### src/rtl/alu_result_queue.sv
// Result/status FIFO between the 32-bit ALU and a stalling consumer, with sticky carry/overflow.
// Optional same-cycle bypass when empty: define ALU_RESULT_QUEUE_BYPASS_EN.
module alu_result_queue #(
    parameter int DEPTH = 4,
    parameter int WIDTH = 32
) (
    input  logic                       clk,
    input  logic                       reset,
    input  logic                       in_valid,
    output logic                       in_ready,
    input  logic [WIDTH-1:0]           in_result,
    input  logic                       in_carryout,
    input  logic                       in_zero,
    input  logic                       in_overflow,
    input  logic [2:0]                 in_command,
    output logic                       out_valid,
    input  logic                       out_ready,
    output logic [WIDTH-1:0]           out_result,
    output logic                       out_carryout,
    output logic                       out_zero,
    output logic                       out_overflow,
    output logic [2:0]                 out_command,
    output logic [$clog2(DEPTH):0]     count,
    output logic                       sticky_carry,
    output logic                       sticky_overflow,
    input  logic                       sticky_clear
);
    localparam int PTR_W = $clog2(DEPTH);
    localparam int CNT_W = PTR_W + 1;

    typedef struct packed {
        logic [WIDTH-1:0] result;
        logic             carryout;
        logic             zero;
        logic             overflow;
        logic [2:0]       command;
    } entry_t;

    entry_t             entry_q [DEPTH];
    entry_t             in_entry;
    entry_t             out_entry;
    logic [PTR_W-1:0]   wr_ptr_q, wr_ptr_d;
    logic [PTR_W-1:0]   rd_ptr_q, rd_ptr_d;
    logic [CNT_W-1:0]   count_q, count_d;
    logic               sticky_carry_q, sticky_carry_d;
    logic               sticky_overflow_q, sticky_overflow_d;
    logic               accept;
    logic               store;
    logic               pop;
    logic               stored_valid;
    logic               bypass;

    assign in_entry = '{result: in_result, carryout: in_carryout, zero: in_zero,
                        overflow: in_overflow, command: in_command};

    // in_ready depends only on the registered count, never on out_ready
    assign in_ready     = (count_q != CNT_W'(DEPTH));
    assign stored_valid = (count_q != '0);
    assign accept       = in_valid && in_ready;

`ifdef ALU_RESULT_QUEUE_BYPASS_EN
    assign bypass = !stored_valid && in_valid;
`else
    assign bypass = 1'b0;
`endif

    assign out_valid = stored_valid || bypass;
    assign pop       = stored_valid && out_ready;
    // A bypassed entry taken by the consumer the same cycle is never written
    assign store     = accept && !(bypass && out_ready);

    always_comb begin
        out_entry = '0;
        if (stored_valid) begin
            out_entry = entry_q[rd_ptr_q];
        end else if (bypass) begin
            out_entry = in_entry;
        end
    end

    assign out_result   = out_entry.result;
    assign out_carryout = out_entry.carryout;
    assign out_zero     = out_entry.zero;
    assign out_overflow = out_entry.overflow;
    assign out_command  = out_entry.command;

    always_comb begin
        wr_ptr_d = wr_ptr_q;
        rd_ptr_d = rd_ptr_q;
        count_d  = count_q;
        if (store) begin
            wr_ptr_d = wr_ptr_q + PTR_W'(1);
        end
        if (pop) begin
            rd_ptr_d = rd_ptr_q + PTR_W'(1);
        end
        case ({store, pop})
            2'b10:   count_d = count_q + CNT_W'(1);
            2'b01:   count_d = count_q - CNT_W'(1);
            default: count_d = count_q;
        endcase
    end

    // Setting by an accepted entry takes priority over a same-cycle clear
    always_comb begin
        sticky_carry_d    = (sticky_carry_q && !sticky_clear) || (accept && in_carryout);
        sticky_overflow_d = (sticky_overflow_q && !sticky_clear) || (accept && in_overflow);
    end

    always_ff @(posedge clk or posedge reset) begin
        if (reset) begin
            wr_ptr_q          <= '0;
            rd_ptr_q          <= '0;
            count_q           <= '0;
            sticky_carry_q    <= 1'b0;
            sticky_overflow_q <= 1'b0;
        end else begin
            wr_ptr_q          <= wr_ptr_d;
            rd_ptr_q          <= rd_ptr_d;
            count_q           <= count_d;
            sticky_carry_q    <= sticky_carry_d;
            sticky_overflow_q <= sticky_overflow_d;
        end
    end

    // Storage needs no reset: it is only visible through out_* while count is nonzero
    always_ff @(posedge clk) begin
        if (store) begin
            entry_q[wr_ptr_q] <= in_entry;
        end
    end

    assign count           = count_q;
    assign sticky_carry    = sticky_carry_q;
    assign sticky_overflow = sticky_overflow_q;

endmodule

### config.mk
export PLATFORM = sky130hd
export DESIGN_NAME = alu_result_queue
export DESIGN_NICKNAME = d
export VERILOG_FILES = /design/src/rtl/alu_result_queue.sv
export SDC_FILE = /design/constraint.sdc
export NUM_CORES = 1
export LEC_CHECK = 0
export ABC_AREA = 1
export CAP_MARGIN = 15
export CORE_MARGIN = 1.5
export CORE_UTILIZATION = 52
export CTS_BUF_LIST = sky130_fd_sc_hd__clkbuf_8
export DETAILED_ROUTE_END_ITERATION = 10
export GPL_TIMING_DRIVEN = 0
export PLACE_DENSITY = 0.79
export SYNTH_ARGS = -nofsm -noshare
export SYNTH_HDL_FRONTEND = slang
export SYNTH_SLANG_ARGS = --single-unit
### constraint.sdc
create_clock -name clk -period 2.7 [get_ports clk]
set_input_delay 0.81 -clock clk [delete_from_list [all_inputs] [get_ports clk]]
set_output_delay 0.81 -clock clk [all_outputs]
set_load 0.02 [all_outputs]
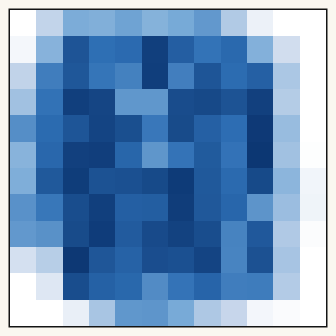
(run_1/cell_density.png)
12 x 12 tiles, from white (low) to dark blue (high), 0 to 100% covered.
fullest tile: 97%
mean over tiles: 59%
tiles over 75% full: 44%

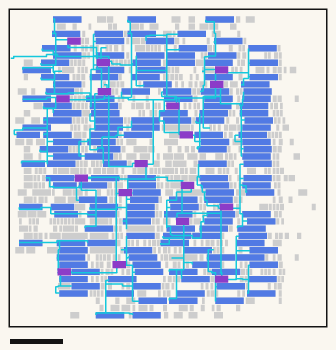
(run_1/clk_routes.png)
Scale bar: 20 um.
[cyan] clock wires | length: 1600 um
[purple] clock drivers | count: 17
[blue] flip-flops | count: 161
routed clock nets: 18
clock skew: 0.0110 ns
Latency at later pin: 0.44 ns

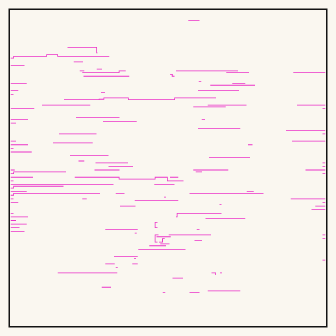
(run_1/layer_met3.png)
share of all routed wire: 6.4%
wire length on this layer: 985 um
GR Util met3: 0.0594
Routed WL: 15300 um
via count: 4923

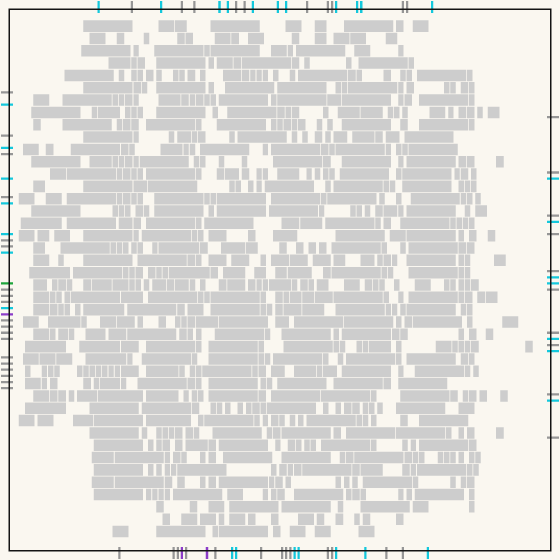
(run_1/io_placement.png)
Pins as bars across the die edge, other pins in grey.
[cyan] in_result | pins: 32 | direction: input | edge: 11 north, 7 south, 7 east, 7 west
[purple] in_command | pins: 3 | direction: input | edge: 2 south, 1 west
[green] out_valid | pins: 1 | direction: output | edge: west
all pins by edge: 28 west, 22 south, 21 north, 17 east

==> GITHUB_STEP_SUMMARY, run 1 <==
### Metrics collected by this job

| Metric | Value |
|---|---|
| Non-Filler Instances | `968` |
| Commonest Layout Cell | `inv_1` |
| Max clock buf depth | `2` |
| Post-layout util | `0.654` |
| Period Utilization, post-route | `0.980` |
| Switching Fraction | `0.393` |
| Worst setup path endpoint | `out_result[3]` |
| Tap cells | `176` |
| Clock buf/inv share | `0.0495` |
| Internal power | `5960 uW` |
| Post-CTS Resized | `147` |
| CP Max Fanout | `10` |
| Non-clk buf share | `0.126` |
| Switching power total | `3860 uW` |
| Most common cell in the netlist | `nand2_1` |
| CORE AREA | `13200 sq um` |
| Num ports | `88` |
| Final Power | `9830 uW` |
| Ant diodes | `0` |
| Worst hold path stage count | `2` |
| PD cells | `1140 nW/um^2` |
| Setup crit start | `rd_ptr_q[0]` |
| RSZ-0062 raised after global routing | `false` |
| Hold path start | `sticky_carry` |
| Syn Area/Cell | `10.5 sq um` |
| GRT overflow | `0` |
| Worst-margin pin slew | `0.805 ns` |
| Crit path DAT | `1.84 ns` |
| Fin nets | `828` |
| Worst Setup Start Kind | `flop` |
| DRC viols | `0` |
| Met3 wire len | `985 um` |
| DR pass1 iterations | `5` |
| Register bit count reported by yosys | `161` |
| Leakage | `0.00388 uW` |
| First-pass GRT wire length | `24300 um` |
| Hold_buf cts | `0` |
| Vias in the first global route | `5134` |
| Adder Area Share | `0.0118` |
| CTS H-Tree Depth | `4` |
| Design area | `8630 sq um` |
| Met2 Track Usage GR | `0.397` |
| FF+latch area | `4790 sq um` |
| R2R Path End | `entry_q[3][37]` |
| Highest Clock Rate | `378 MHz` |
| Comb gates | `307` |
| TritonCTS buffer count | `17` |
| Worst path bufs/invs | `5` |
| Synth area leader | `edfxtp_1` |
| Area leader share | `0.650` |
| Setup TNS | `0 ns` |
| Signal inverters | `170` |
| Top cells by area | `edfxtp_1 (65%), nand2_1 (9.1%), inv_1 (9.0%)` |
| Drt wl/cell | `15.8 um` |
| Synth Seq Share | `0.683` |
| Fill count | `993` |
| # Cells Yosys | `668` |
| Final setup fails | `0` |
| GR peak layer | `met2` |
| Top Layout Cells | `inv_1 (171), nand2_1 (170), edfxtp_1 (152)` |
| Post-synth EDFFs | `152` |
| CP Cell Sequence | `buf_4 -> inv_2 -> buf_8 -> buf_6 -> nand2_1 -> nand3_1 -> a21oi_2 -> buf_2` |
| Die height | `119 um` |
| Seq pwr share | `0.349` |
| Largest net degree at the start of global routing | `23` |
| Status | `finished, final reports clean` |
| CTS sink count | `161` |
| P&R area growth vs syn | `22.9%` |
| Mux frac, synth | `0` |
| Final min period | `2.65 ns` |
| Placed cells | `935` |
| R2R depth | `5` |
| Placed cell area | `8230 sq um` |
| WP data required | `1.89 ns` |
| Hold Violations, Final | `0` |
| Crit. End Element | `output pin` |
| FF-to-FF Start | `count[1]` |
| Routed Antenna Nets | `0` |
| GRT Total Usage | `0.226` |
| CTS tree | `yes` |
| Tool Warnings | `31` |
| Reg with most FFs | `entry_q` |
| Synth cell count leaders | `nand2_1 (170), inv_1 (169), edfxtp_1 (152)` |
| Metal2 WL | `8040 um` |
| Async SR Flop Fraction | `0.0559` |
| Crit Path Class | `reg -> out` |
| Power Clock | `1850 uW` |
==> run 1 -> run 2 <==
Settings changed: SKIP_LAST_GASP set to 1.
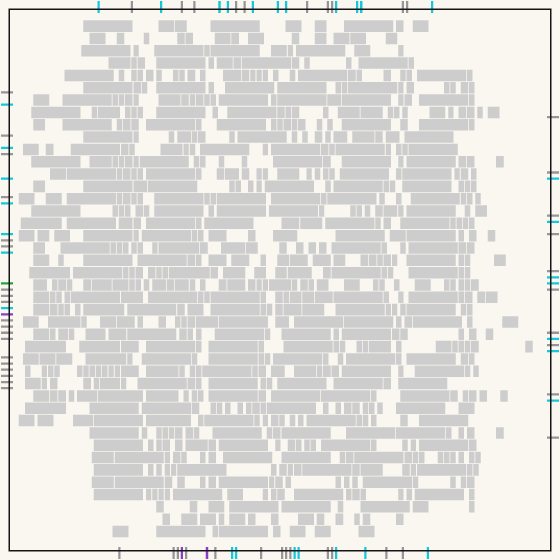
(run_2/io_placement.png)
Pins as bars across the die edge, other pins in grey.
[purple] in_command | pins: 3 | direction: input | edge: 2 south, 1 west
[cyan] in_result | pins: 32 | direction: input | edge: 11 north, 7 south, 7 east, 7 west
[green] out_valid | pins: 1 | direction: output | edge: west
all pins by edge: 28 west, 22 south, 21 north, 17 east
input/output buffers: 87
die height: 119 um

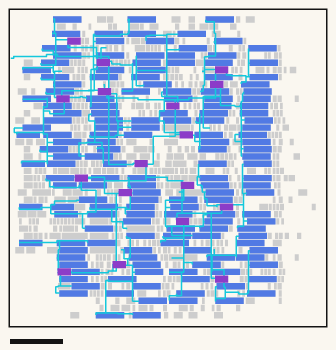
(run_2/clk_routes.png)
Scale bar: 20 um.
[blue] flip-flops | count: 161
[cyan] clock wires | length: 1620 um
[purple] clock drivers | count: 17
flops lie: all over the die
routed clock nets: 18

==> GITHUB_STEP_SUMMARY, run 2 <==
### Metrics collected by this job

| Metric | Value |
|---|---|
| DR pass1 iterations | `5` |
| Leakage | `0.00388 uW` |
| Placed cell area | `8230 sq um` |
| Worst path bufs/invs | `3` |
| Crit Path Class | `reg -> out` |
| Seq pwr share | `0.349` |
| Synth cell count leaders | `nand2_1 (170), inv_1 (169), edfxtp_1 (152)` |
| GR peak layer | `met2` |
| Routed WL | `15400 um` |
| Final Power | `9820 uW` |
| Tap cells | `176` |
| Mux frac, synth | `0` |
| CORE AREA | `13200 sq um` |
| Hold_buf cts | `0` |
| Non-clk buf share | `0.126` |
| Ant diodes | `0` |
| Switching Fraction | `0.393` |
| Crit. End Element | `output pin` |
| Area leader share | `0.650` |
| Fill count | `994` |
| Top Layout Cells | `inv_1 (171), nand2_1 (170), edfxtp_1 (152)` |
| Top cells by area | `edfxtp_1 (65%), nand2_1 (9.1%), inv_1 (9.0%)` |
| Fin nets | `828` |
| Routed Antenna Nets | `0` |
| Num ports | `88` |
| Met2 Track Usage GR | `0.397` |
| Final setup fails | `0` |
| Commonest Layout Cell | `inv_1` |
| Vias in the first global route | `5140` |
| R2R depth | `5` |
| Max clock buf depth | `2` |
| PD cells | `1140 nW/um^2` |
| TritonCTS buffer count | `17` |
| R2R Path End | `entry_q[3][18]` |
| Status | `finished, final reports clean` |
| Worst hold path stage count | `2` |
| Post-layout util | `0.653` |
| Power Clock | `1860 uW` |
| Drt wl/cell | `15.9 um` |
| Synth Seq Share | `0.683` |
| CP Cell Sequence | `buf_4 -> clkbuf_4 -> nand2_1 -> nand3_1 -> a21oi_1 -> clkbuf_2` |
| Synth area leader | `edfxtp_1` |
| Adder Area Share | `0.0118` |
| CTS sink count | `161` |
| GR Util met3 | `0.0599` |
| Worst-margin pin slew | `0.809 ns` |
| Crit path DAT | `1.87 ns` |
| CTS tree | `yes` |
| Metal2 WL | `7930 um` |
| GRT Total Usage | `0.226` |
| Design area | `8620 sq um` |
| Met3 wire len | `1130 um` |
| Post-synth EDFFs | `152` |
| CTS H-Tree Depth | `4` |
| FF-to-FF Start | `count[1]` |
| Setup crit start | `rd_ptr_q[0]` |
| DRC viols | `0` |
| Internal power | `5960 uW` |
| # Cells Yosys | `668` |
| Signal inverters | `170` |
| P&R area growth vs syn | `22.8%` |
| Clock buf/inv share | `0.0495` |
| Reg with most FFs | `entry_q` |
| FF+latch area | `4790 sq um` |
| Tool Warnings | `32` |
| Comb gates | `307` |
No activity file was given, so power comes from the tool's default toggle rates.
